### config.mk
export PLATFORM = sky130hd
export DESIGN_NAME = link_stack_ctrl
export DESIGN_NICKNAME = d
export VERILOG_FILES = /design/src/rtl/link_pkg.sv /design/src/rtl/ret_stack_mem.sv /design/src/rtl/link_stack_ctrl.sv
export SDC_FILE = /design/constraint.sdc
export NUM_CORES = 1
export LEC_CHECK = 0
export CAP_MARGIN = 0
export CORE_MARGIN = 2
export CORE_UTILIZATION = 30
export CTS_CLUSTER_SIZE = 25
export DETAILED_ROUTE_END_ITERATION = 12
export GPL_TIMING_DRIVEN = 0
export PLACE_DENSITY = 0.63
export SETUP_SLACK_MARGIN = 0.5
export SYNTH_ARGS = -nofsm -noshare
export SYNTH_HDL_FRONTEND = slang
export SYNTH_HIERARCHICAL = 1
export SYNTH_SLANG_ARGS = --single-unit
export TNS_END_PERCENT = 30
### constraint.sdc
create_clock -name clk -period 2.2 [get_ports clk]
set_clock_uncertainty 0.15 [all_clocks]
set_input_delay 0.44 -clock clk [delete_from_list [all_inputs] [get_ports clk]]
set_output_delay 0.44 -clock clk [all_outputs]
set_load 0.03 [all_outputs]
### src/rtl/link_pkg.sv
// link_pkg: constants and types shared by the link-register / return-address
// stack controller and by instruction decode.
//   - LINK_WIDTH / LINK_DEPTH : default address width and spill-stack depth
//   - link_ptr_w / link_cnt_w : width derivation for the stack pointer and the
//                               live-entry counter (0..DEPTH+1)
//   - link_cmd_e              : decoded CALL/RET command for one cycle
package link_pkg;

  localparam int LINK_WIDTH = 8;
  localparam int LINK_DEPTH = 4;

  // Stack pointer indexes DEPTH spill slots; DEPTH is a power of two so the
  // pointer wraps naturally.
  function automatic int link_ptr_w(input int depth);
    return $clog2(depth);
  endfunction

  // The counter must represent 0..DEPTH+1 (LR plus DEPTH spilled entries).
  function automatic int link_cnt_w(input int depth);
    return $clog2(depth + 2);
  endfunction

  localparam int LINK_PTR_W = link_ptr_w(LINK_DEPTH);
  localparam int LINK_CNT_W = link_cnt_w(LINK_DEPTH);

  typedef enum logic [1:0] {
    CMD_IDLE = 2'b00,
    CMD_RET  = 2'b01,
    CMD_CALL = 2'b10,
    CMD_TAIL = 2'b11
  } link_cmd_e;

endpackage

### src/rtl/ret_stack_mem.sv
// ret_stack_mem: DEPTH x WIDTH register-file backing store for spilled return
// addresses. One synchronous write port, one asynchronous read port. No reset;
// contents are only meaningful below the controller's live count.
//   clk   in   falling-edge write clock
//   we    in   write enable
//   waddr in   write address
//   wdata in   write data
//   raddr in   read address
//   rdata out  data at raddr (combinational)
module ret_stack_mem #(
  parameter int WIDTH = 8,
  parameter int DEPTH = 4
) (
  input  logic                     clk,
  input  logic                     we,
  input  logic [$clog2(DEPTH)-1:0] waddr,
  input  logic [WIDTH-1:0]         wdata,
  input  logic [$clog2(DEPTH)-1:0] raddr,
  output logic [WIDTH-1:0]         rdata
);

  logic [WIDTH-1:0] mem [DEPTH];

  // Storage array: writes land on the same falling edge as the rest of the
  // controller state, so a pushed entry is readable in the following cycle.
  always_ff @(negedge clk) begin
    if (we) begin
      mem[waddr] <= wdata;
    end
  end

  assign rdata = mem[raddr];

endmodule

### src/rtl/link_stack_ctrl.sv
// link_stack_ctrl: link register with a hardware return-address stack.
// LR holds the newest return address; older ones spill into a circular
// DEPTH-entry stack, giving DEPTH+1 live return addresses in total.
//   clk       in   clock; all state updates on the falling edge
//   rst       in   synchronous active-high reset, highest priority
//   call_en   in   CALL: push pc_next
//   ret_en    in   RET: pop
//   pc_next   in   return address captured on CALL
//   err_clr   in   clear sticky overflow/underflow
//   lr_out    out  current LR (RET target, usable the same cycle as ret_en)
//   lr_valid  out  at least one live return address
//   depth     out  number of live return addresses, 0..DEPTH+1
//   overflow  out  sticky: CALL while already holding DEPTH+1 addresses
//   underflow out  sticky: RET while empty
module link_stack_ctrl
  import link_pkg::*;
#(
  parameter int WIDTH = LINK_WIDTH,
  parameter int DEPTH = LINK_DEPTH
) (
  input  logic                       clk,
  input  logic                       rst,
  input  logic                       call_en,
  input  logic                       ret_en,
  input  logic [WIDTH-1:0]           pc_next,
  input  logic                       err_clr,
  output logic [WIDTH-1:0]           lr_out,
  output logic                       lr_valid,
  output logic [$clog2(DEPTH+2)-1:0] depth,
  output logic                       overflow,
  output logic                       underflow
);

  localparam int PTR_W = link_ptr_w(DEPTH);
  localparam int CNT_W = link_cnt_w(DEPTH);
  localparam logic [CNT_W-1:0] CNT_MAX = CNT_W'(DEPTH + 1);

  logic [WIDTH-1:0] lr;
  logic [PTR_W-1:0] sp;
  logic [CNT_W-1:0] count;
  logic             overflow_q;
  logic             underflow_q;

  link_cmd_e        cmd;
  logic             mem_we;
  logic [PTR_W-1:0] mem_raddr;
  logic [WIDTH-1:0] mem_rdata;

  // Command decode: both enables together is a tail call, which replaces LR
  // without touching the spill stack.
  always_comb begin
    cmd = CMD_IDLE;
    case ({call_en, ret_en})
      2'b10:   cmd = CMD_CALL;
      2'b01:   cmd = CMD_RET;
      2'b11:   cmd = CMD_TAIL;
      default: cmd = CMD_IDLE;
    endcase
  end

  // A CALL spills the old LR only when LR actually holds something. At full
  // depth sp has wrapped onto the oldest entry, so that entry is overwritten.
  assign mem_we    = (cmd == CMD_CALL) && (count != '0);
  assign mem_raddr = sp - PTR_W'(1);

  ret_stack_mem #(
    .WIDTH (WIDTH),
    .DEPTH (DEPTH)
  ) u_mem (
    .clk   (clk),
    .we    (mem_we),
    .waddr (sp),
    .wdata (lr),
    .raddr (mem_raddr),
    .rdata (mem_rdata)
  );

  // LR, stack pointer, live count and sticky flags. The flag clear is applied
  // first so that a set event later in the same cycle overrides it.
  always_ff @(negedge clk) begin
    if (rst) begin
      lr          <= '0;
      sp          <= '0;
      count       <= '0;
      overflow_q  <= 1'b0;
      underflow_q <= 1'b0;
    end else begin
      if (err_clr) begin
        overflow_q  <= 1'b0;
        underflow_q <= 1'b0;
      end
      case (cmd)
        CMD_CALL: begin
          lr <= pc_next;
          if (count != '0) begin
            sp <= sp + PTR_W'(1);
          end
          if (count == CNT_MAX) begin
            overflow_q <= 1'b1;
          end else begin
            count <= count + CNT_W'(1);
          end
        end
        CMD_RET: begin
          if (count >= CNT_W'(2)) begin
            lr    <= mem_rdata;
            sp    <= sp - PTR_W'(1);
            count <= count - CNT_W'(1);
          end else if (count == CNT_W'(1)) begin
            lr    <= '0;
            count <= '0;
          end else begin
            underflow_q <= 1'b1;
          end
        end
        CMD_TAIL: begin
          lr <= pc_next;
          if (count == '0) begin
            count <= CNT_W'(1);
          end
        end
        default: ;
      endcase
    end
  end

  assign lr_out    = lr;
  assign lr_valid  = (count != '0);
  assign depth     = count;
  assign overflow  = overflow_q;
  assign underflow = underflow_q;

endmodule

==> run_1/layer_met2.png <==
(6 px per um)
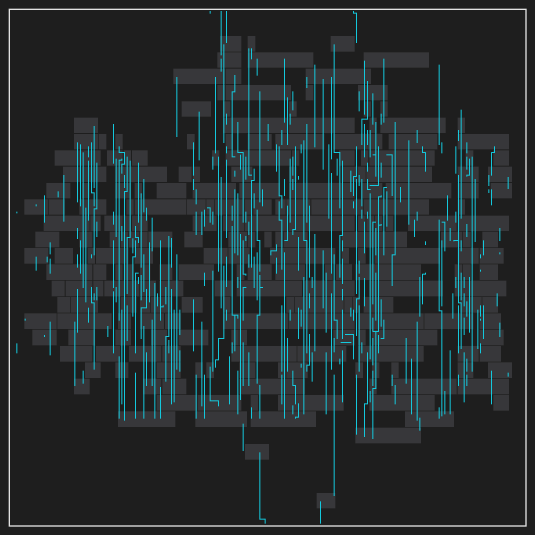
longest straight run: 38.1 um
nets with wire on the layer: 224
share of all routed wire: 52%

==> run_1/placement_by_type.png <==
(4 px per um) Fill, decap, tap and diode cells in gray.
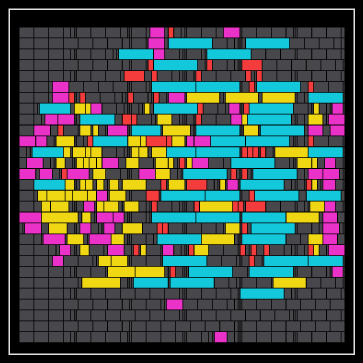
| color | class | cells | share of their area |
|---|---|---|---|
| red | clock drivers and dummy loads | 54 | 8.9% |
| magenta | remaining buffers and delay cells | 56 | 19% |
| cyan | sequential cells | 47 | 45% |
| yellow | combinational and other logic | 81 | 27% |

==> run_1/clk_routes.png <==
(6 px per um)
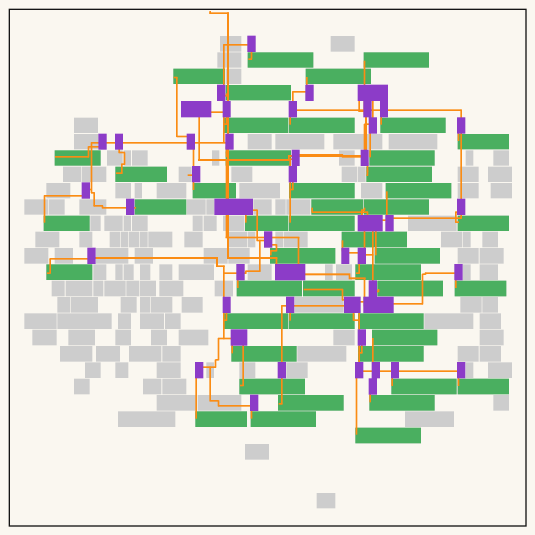
[purple] clock drivers | count: 52
[orange] clock wires | length: 730 um
[green] flip-flops | count: 47
routed clock nets: 53

==> PnR_summary.wiki, run 1 <==
== Implementation results ==
{| class="wikitable"
! Metric !! Value
|-
| Syn avg cell area || ~15 sq um
|-
| Min-Delay Path Depth || 2
|-
| Count of buffers added by post-CTS timing repair for setup || 19
|-
| Post-route total power || 3.18 mW
|-
| Final cell count without fillers || about 320
|-
| Share of the core filled with cells || 46.9%
|-
| Top Layer Used || met4
|-
| Clock latency at the later pin of the worst-skew pair || roughly 0.37 ns
|-
| Result of the run || finished with violations
|-
| Main combinational cell family by area after synthesis || simple AND/OR/NAND/NOR gates
|-
| Count of endpoints failing setup in the final report || around 59
|-
| Fin worst setup slack || -0.635 ns
|-
| FF-to-FF End || depth[2]$_SDFFE_NP0P_
|-
| R2r worst-path depth || 7
|-
| Proportion of cell area occupied by registers || 43.2%
|-
| Startpoint type of the worst setup path || flop
|-
| CP Class || flop to output port
|-
| Comb pwr share || between 30% and 40%
|-
| Signal buf overhead || around 18%
|-
| DR pass1 iterations || 10
|-
| Post-placement cell count || ~240
|-
| Routed met1 length || ~1900 um
|-
| Number of buffers between clock root and the deepest sink || 2
|-
| Die Span Y || ~86 um
|-
| Worst max-slew margin expressed relative to the limit || about half
|-
| Summed standard-cell area reported by yosys || about 2000 sq um
|-
| Number of antenna violations at the first check in global routing || 0
|-
| Clk slew on worst S/H paths || roughly 0.04 ns
|-
| Drt first-iter violations || around 93
|-
| Transition time of the tightest slew-check pin || between 0.7 and 0.8 ns
|-
| Remaining DRCs || 3
|-
| Power Internal || 2.02 mW
|-
| Number of flip-flops and latches || around 47
|-
| Required time at the worst-slack endpoint || 1.61 ns
|-
| Routed length on met3 || between 300 and 400 um
|-
| Overall Global Routing Usage || a little over an eighth
|-
| Routability-driven placement congestion ratio || 0.818
|-
| Critical-path top delay cell || dfxtp_4
|-
| Count of pins over their slew limit || 0
|-
| Area fraction in full adders, half adders and majority gates || slightly above 3%
|-
| Total congestion overflow after global routing || 0
|-
| Most used standard cells in the synthesized netlist || edfxtp_1 (32), dfxtp_1 (15), nor2_1 (15), a222oi_1 (8), mux4_2 (8)
|-
| Number of well-tap cells placed || ~77
|-
| Area fraction in mux cells || 9.46%
|-
| Routed via count || between 1500 and 2000
|-
| Placement Rows || 29
|-
| Failing checks || DRC, setup timing
|-
| Total clock network power || around 830 uW
|-
| Area after DPL || ~2400 sq um
|-
| Post-synthesis share of cell area spent on and-or and or-and gates || roughly 9.1%
|-
| Share of the synthesized area in the top cell type || 47.8%
|-
| Floorplan Core Area || ~6400 sq um
|-
| Power Dens Cells || 1050 nW/um^2
|-
| Dominant logic cell type in the layout || inv_1
|-
| Cell type taking the most area || flip-flops and latches
|-
| Global-route wire length before repair || approximately 7400 um
|-
| Ys async rst share || 0%
|-
| Timing startpoint of the critical path || depth[0]$_SDFFE_NP0P_
|-
| Number of top-level design ports || 27
|-
| Max-Cap Viols || 0
|-
| Total CTS buffers || 5
|-
| Final net count || 256
|-
| Count of antenna-violating nets left after detailed routing || 0
|-
| Setup slack after placement || -1.36 ns
|-
| Simple-gate share of the synthesized area || about a tenth
|-
| # diodes || 0
|-
| Max FFs per register || 32
|-
| Power in sequential cells || 1.14 mW
|-
| Number of hold-slack violations in the final timing report || 0
|-
| Power dissipated by switching net loads || 1.16 mW
|-
| Count of clock tree sinks || between 40 and 50
|-
| Largest incremental delay on the critical path || roughly 0.38 ns
|-
| Non-clock buffer count || between 50 and 60
|-
| GR Util met3 || 5.10%
|-
| Relative contribution of the clock network to total power || a little over a quarter
|-
| Seq share, synth || a little over three fifths
|-
| Initial cell density of the core || a little under a third
|-
| Synth top cell by count || edfxtp_1
|-
| Cell count in the Yosys report || approximately 140
|-
| Leading power group || combinational logic
|-
| Min-delay worst type || flop to flop
|-
| Routed len/inst || about 15 um
|-
| Number of warnings in the stage logs || around 80
|-
| Delay-heaviest family, CP || flip-flops
|-
| Count of multi-input combinational gates || about 78
|-
| Post-synth area hogs || edfxtp_1 (48%), dfxtp_1 (15%), mux4_2 (9.0%)
|-
| Sum of net half-perimeters after detailed placement || approximately 2700 um
|-
| Final Cell Area || ~3000 sq um
|-
| Fraction of area in multi-input gates || ~26%
|-
| Clock root buffer || clkbuf_8
|}
==> run 2, diff against run 1 <==
--- a/config.mk
+++ b/config.mk
@@ -6,12 +6,14 @@
 export NUM_CORES = 1
 export LEC_CHECK = 0
 export CAP_MARGIN = 0
+export CELL_PAD_IN_SITES_DETAIL_PLACEMENT = 2
+export CELL_PAD_IN_SITES_GLOBAL_PLACEMENT = 2
 export CORE_MARGIN = 2
 export CORE_UTILIZATION = 30
 export CTS_CLUSTER_SIZE = 25
 export DETAILED_ROUTE_END_ITERATION = 12
 export GPL_TIMING_DRIVEN = 0
-export PLACE_DENSITY = 0.63
+export PLACE_DENSITY = 0.78
 export SETUP_SLACK_MARGIN = 0.5
 export SYNTH_ARGS = -nofsm -noshare
 export SYNTH_HDL_FRONTEND = slang
==> run_2/io_fan.png <==
(4 px per um)
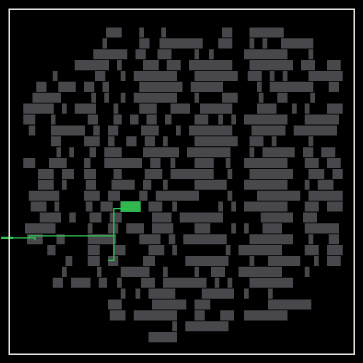
| color | port | direction | edge | end cells | buffers | wire |
|---|---|---|---|---|---|---|
| green | lr_valid | output | west | 1 | 1 | 46.5 um |

==> run_2/placement_by_type.png <==
(4 px per um) Fill, decap, tap and diode cells in gray.
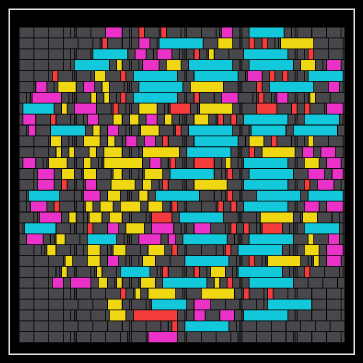
Floorplan Core Area: 6420 sq um
Final Cell Area: 3010 sq um

==> run_2/clk_routes.png <==
(6 px per um)
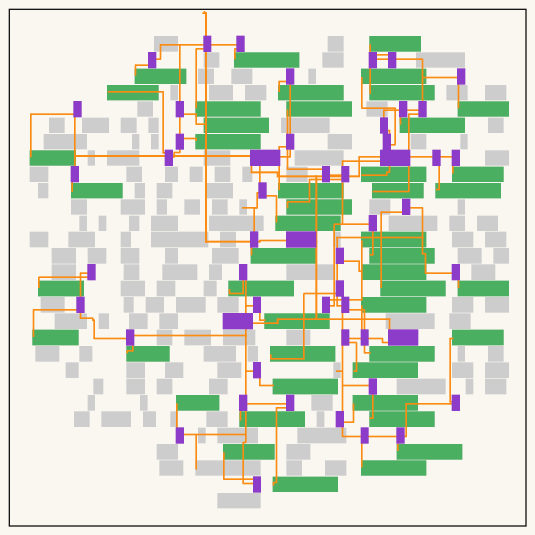
[orange] clock wires | length: 955 um
[purple] clock drivers | count: 52
[green] flip-flops | count: 47
routed clock nets: 53

==> PnR_summary.wiki, run 2 <==
== Implementation results ==
{| class="wikitable"
! Metric !! Value
|-
| Power Internal || 2.10 mW (was 2.02 mW)
|-
| CP Class || flop to output port (unchanged)
|-
| Count of pins over their slew limit || 0 (unchanged)
|-
| Count of endpoints failing setup in the final report || 59 (unchanged)
|-
| Fin worst setup slack || -0.625 ns (was -0.635 ns)
|-
| Number of flip-flops and latches || 47 (unchanged)
|-
| Summed standard-cell area reported by yosys || 2010 sq um (unchanged)
|-
| Number of top-level design ports || 27 (unchanged)
|-
| Post-placement cell count || 239 (unchanged)
|-
| Power Dens Cells || 1110 nW/um^2 (was 1050 nW/um^2)
|-
| Result of the run || finished with violations (unchanged)
|-
| Count of buffer and inverter cells on the critical path || 2 (unchanged)
|-
| Final net count || 255 (was 256)
|-
| Sum of net half-perimeters after detailed placement || 3500 um (was 2690 um)
|-
| Power dissipated by switching net loads || 1.24 mW (was 1.16 mW)
|-
| Placement Rows || 29 (unchanged)
|-
| Simple-gate share of the synthesized area || 10.1% (unchanged)
|-
| Top Layer Used || met4 (unchanged)
|-
| Critical-path top delay cell || dfxtp_4 (unchanged)
|-
| R2r worst-path depth || 8 (was 7)
|-
| Non-clock buffer count || 55 (was 56)
|-
| Post-synthesis share of cell area spent on and-or and or-and gates || 9.15% (unchanged)
|-
| Relative contribution of the clock network to total power || 29.3% (was 26.0%)
|-
| Timing startpoint of the critical path || depth[1]$_SDFFE_NP0P_ (was depth[0]$_SDFFE_NP0P_)
|-
| Post-route total power || 3.34 mW (was 3.18 mW)
|-
| Number of warnings in the stage logs || 80 (unchanged)
|-
| Delay-heaviest family, CP || flip-flops (unchanged)
|-
| Overall Global Routing Usage || 16.8% (was 13.5%)
|-
| Remaining DRCs || 2 (was 3)
|-
| Seq share, synth || 62.7% (unchanged)
|-
| Share of the synthesized area in the top cell type || 47.8% (unchanged)
|-
| Most used standard cells in the synthesized netlist || edfxtp_1 (32), dfxtp_1 (15), nor2_1 (15), a222oi_1 (8), mux4_2 (8) (unchanged)
|-
| Signal buf overhead || 18.2% (was 18.5%)
|-
| Total clock network power || 980 uW (was 827 uW)
|-
| Count of clock tree sinks || 47 (unchanged)
|-
| Cell type taking the most area || flip-flops and latches (unchanged)
|-
| Count of buffers added by post-CTS timing repair for setup || 18 (was 19)
|-
| Total congestion overflow after global routing || 0 (unchanged)
|-
| DR pass1 iterations || 8 (was 10)
|-
| Clock latency at the later pin of the worst-skew pair || 0.37 ns (about the same)
|-
| Fraction of area in multi-input gates || 25.5% (was 25.9%)
|-
| Transition time of the tightest slew-check pin || 0.764 ns (was 0.714 ns)
|-
| Beginning of the worst register-to-register path || depth[1]$_SDFFE_NP0P_ (was depth[0]$_SDFFE_NP0P_)
|-
| Drt first-iter violations || 62 (was 93)
|-
| Dominant logic cell type in the layout || inv_1 (unchanged)
|-
| FF-to-FF End || lr_out[7]$_SDFFE_NP0P_ (was depth[2]$_SDFFE_NP0P_)
|-
| GR Util met3 || 5.68% (was 5.10%)
|-
| Max-Cap Viols || 0 (unchanged)
|-
| Max FFs per register || 32 (unchanged)
|-
| Failing checks || DRC, setup timing (unchanged)
|-
| Routed len/inst || 18.9 um (was 14.9 um)
|-
| Number of antenna violations at the first check in global routing || 0 (unchanged)
|-
| Area after DPL || 2420 sq um (unchanged)
|-
| Area fraction in mux cells || 9.46% (unchanged)
|-
| Min-Delay Path Depth || 1 (was 2)
|-
| Required time at the worst-slack endpoint || 1.61 ns (about the same)
|-
| Syn avg cell area || 14.7 sq um (unchanged)
|-
| Main combinational cell family by area after synthesis || simple AND/OR/NAND/NOR gates (unchanged)
|-
| Setup slack after placement || -1.40 ns (was -1.36 ns)
|-
| Clock root buffer || clkbuf_8 (unchanged)
|-
| Routed length on met3 || 348 um (was 325 um)
|-
| Clk tree area frac || 9.39% (was 8.64%)
|-
| Number of buffers between clock root and the deepest sink || 2 (unchanged)
|-
| Final cell count without fillers || 315 (unchanged)
|-
| Global-route wire length before repair || 9280 um (was 7450 um)
|-
| Comb pwr share || 36.7% (was 37.9%)
|-
| Startpoint type of the worst setup path || flop (unchanged)
|-
| Share of the core filled with cells || 46.9% (unchanged)
|-
| Worst max-slew margin expressed relative to the limit || 48.6% (was 52.0%)
|-
| Ys async rst share || 0% (unchanged)
|-
| Count of multi-input combinational gates || 78 (unchanged)
|-
| Synth top cell by count || edfxtp_1 (unchanged)
|-
| Clk slew on worst S/H paths || 0.05 ns (was 0.04 ns)
|-
| Leading power group || combinational logic (unchanged)
|-
| Largest incremental delay on the critical path || 0.36 ns (was 0.38 ns)
|-
| Routed via count || 1576 (was 1512)
|-
| # diodes || 0 (unchanged)
|-
| Initial cell density of the core || 31.3% (unchanged)
|-
| Count of antenna-violating nets left after detailed routing || 0 (unchanged)
|-
| Number of well-tap cells placed || 77 (unchanged)
|}
Power and IR drop assume default switching activity.
